==> config.mk <==
export PLATFORM = sky130hd
export DESIGN_NAME = rs_adder_station_flat
export DESIGN_NICKNAME = d
export VERILOG_FILES = /design/src/rtl/rs_adder_station_pkg.sv /design/src/rtl/rs_adder_station_if.sv /design/src/rtl/rs_adder_station_select.sv /design/src/rtl/rs_adder_station.sv /design/src/flat_wrapper.sv
export SDC_FILE = /design/constraint.sdc
export NUM_CORES = 1
export LEC_CHECK = 0
export ABC_AREA = 1
export CAP_MARGIN = 5
export CORE_AREA = 2 2 208 210
export CTS_BUF_LIST = sky130_fd_sc_hd__clkbuf_4
export DETAILED_ROUTE_END_ITERATION = 10
export DIE_AREA = 0 0 210 212
export GPL_TIMING_DRIVEN = 0
export PLACE_DENSITY = 0.44
export REMOVE_ABC_BUFFERS = 1
export SLEW_MARGIN = 20
export SYNTH_ARGS = -nofsm -noshare
export SYNTH_HDL_FRONTEND = slang
export SYNTH_SLANG_ARGS = --single-unit
==> constraint.sdc <==
create_clock -name Clock -period 17.9 [get_ports Clock]
set_clock_uncertainty 0.05 [all_clocks]
set_input_delay 3.58 -clock Clock [delete_from_list [all_inputs] [get_ports Clock]]
set_output_delay 3.58 -clock Clock [all_outputs]
set_load 0.005 [all_outputs]
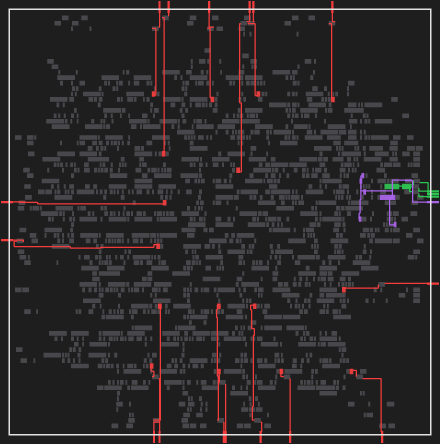
io_fan.png
Scale: 2 px per um.
[green] bus_free_count | bits: 3 | direction: output | edge: east | end cells: 2 | buffers: 3 | wire: 40.8 um
[red] bus_disp_b | bits: 16 | direction: output | edge: 7 south, 6 north, 2 west, 1 east | end cells: 16 | buffers: 16 | wire: 897 um
[purple] bus_cdb_valid | bits: 1 | direction: input | edge: east | end cells: 6 | buffers: 1 | wire: 98.1 um
number of port buffers: 112
count of pins on the block boundary: 113

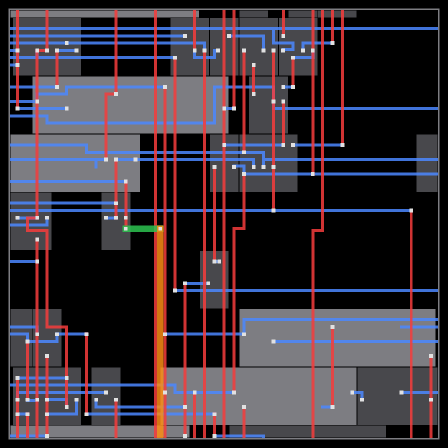
detail.png
Window x 148 to 168, y 149 to 169 um. Cells in grey, sequential cells in the stronger grey; small squares are vias.
[orange] metal 4
[blue] metal 1
[red] metal 2
[green] metal 3
sequential cells in the window: 4
most frequent: nand2_1 (4), dfrtp_1 (4)
cells with their middle in the window: 19

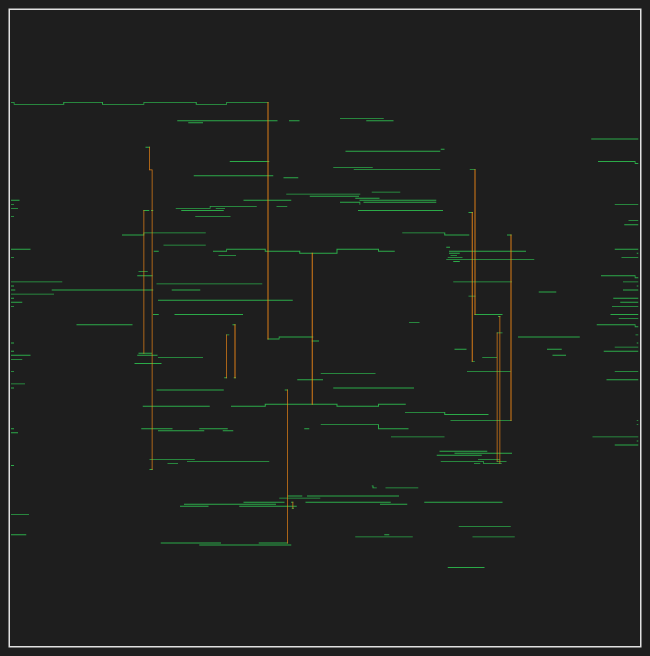
wires.png
Scale: 3 px per um. Only two layers are drawn.
[orange] metal 4 | wire length: 622 um
[green] metal 3 | wire length: 2030 um
GRT Resource Usage Total: 17.82%
total wire length: 39590 um

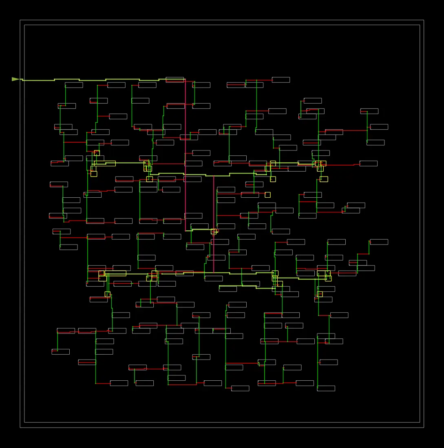
clocks.png
clock buffer instance count of the final layout: 18
number of clock sinks: 175
number of buffers inserted during clock tree synthesis: 17
power drawn by the clock network: 0.000251 W
latest clock arrival within the worst-skew pair: 590 ps

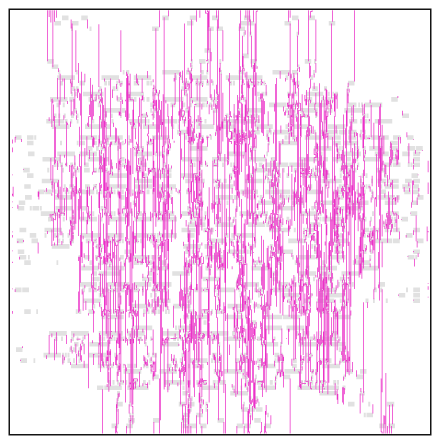
layer_met2.png
Scale: 2 px per um.
share of all routed wire: 46%
main direction: vertical
nets with wire on the layer: 1170
wire length on this layer: 18100 um
met2 Track Usage GR: 28.85%
Via Count: 9785

==> ds_physical_params.txt <==
Summary of implementation characteristics

Parameter                              Value

Run status
  Outcome .................. complete, no violations

Finish
  Top cell excl fill/tap .................. sky130_fd_sc_hd__nand2_1
  Layout clock area frac .................. around 2.3%
  Final cell utilization of the core .................. 29.33%
  Multi-input combinational gate total .................. between 800 and 900
  Post-Layout Inst Area .................. between 0.01 and 0.015 mm^2
  Non-clock buffering overhead in the final layout .................. 11.72%
  Most instantiated logic cells after routing .................. 261 x sky130_fd_sc_hd__nand2_1, 245 x sky130_fd_sc_hd__inv_1, 175 x sky130_fd_sc_hd__dfrtp_1
  Area growth from synthesis to layout .................. 19.04%
  Flop area .................. 0.004379 mm^2
  Signal inverters .................. ~260
  Final net count .................. ~1500

Synth
  Mux cell area share after synthesis .................. 0%
  Post-Syn Area per Cell .................. 7.645 um^2
  Most common library cells after synthesis .................. 265 x sky130_fd_sc_hd__nand2_1, 247 x sky130_fd_sc_hd__inv_1, 175 x sky130_fd_sc_hd__dfrtp_1
  Area fraction in full adders, half adders and majority gates .................. 1.625%
  Proportion of synthesized flip-flops having asynchronous set or reset .................. 100.0%
  Synthesis Warnings .................. 0
  Top-area cell type share of the netlist area .................. 41.81%

Final timing
  Final critical-path share of the clock period .................. 44.51%
  Worst max-slew margin expressed relative to the limit .................. around 28%
  Maximum clock rate .................. between 100 and 150 MHz
  Smallest hold slack .................. between 400 and 500 ps
  Smallest setup slack after layout .................. just under 10000 ps
  Final TNS setup .................. 0 ps

Power
  Power, Total .................. 0.002450 W
  Reg power frac .................. between 20% and 30%
  Switching Fraction .................. between 40% and 50%

Hold path
  Classification of the worst-slack hold path .................. flip-flop to flip-flop

Global route
  Largest net degree at the start of global routing .................. 89
  Global-route wire length before repair .................. between 50000 and 60000 um
  Number of global-route vias before repair .................. 9342

Routing
  Sum of met2 wire segment lengths after detailed routing .................. about 18000 um
  Via density per instance .................. about 5

Clocking
  Clock transition time at the flip-flop clock pins of the worst setup and hold paths .................. 140 ps
  Root buffer cell .................. sky130_fd_sc_hd__clkbuf_4
  Post-CTS setup buffer count .................. 0

Critical path
  Worst path most repeated cell .................. sky130_fd_sc_hd__nand2_1
  Startpoint type of the worst setup path .................. flip-flop
  Max stage delay cell, worst path .................. sky130_fd_sc_hd__nand2_4

Job
  Stage-log warning count .................. 33
Power and IR drop assume default switching activity.
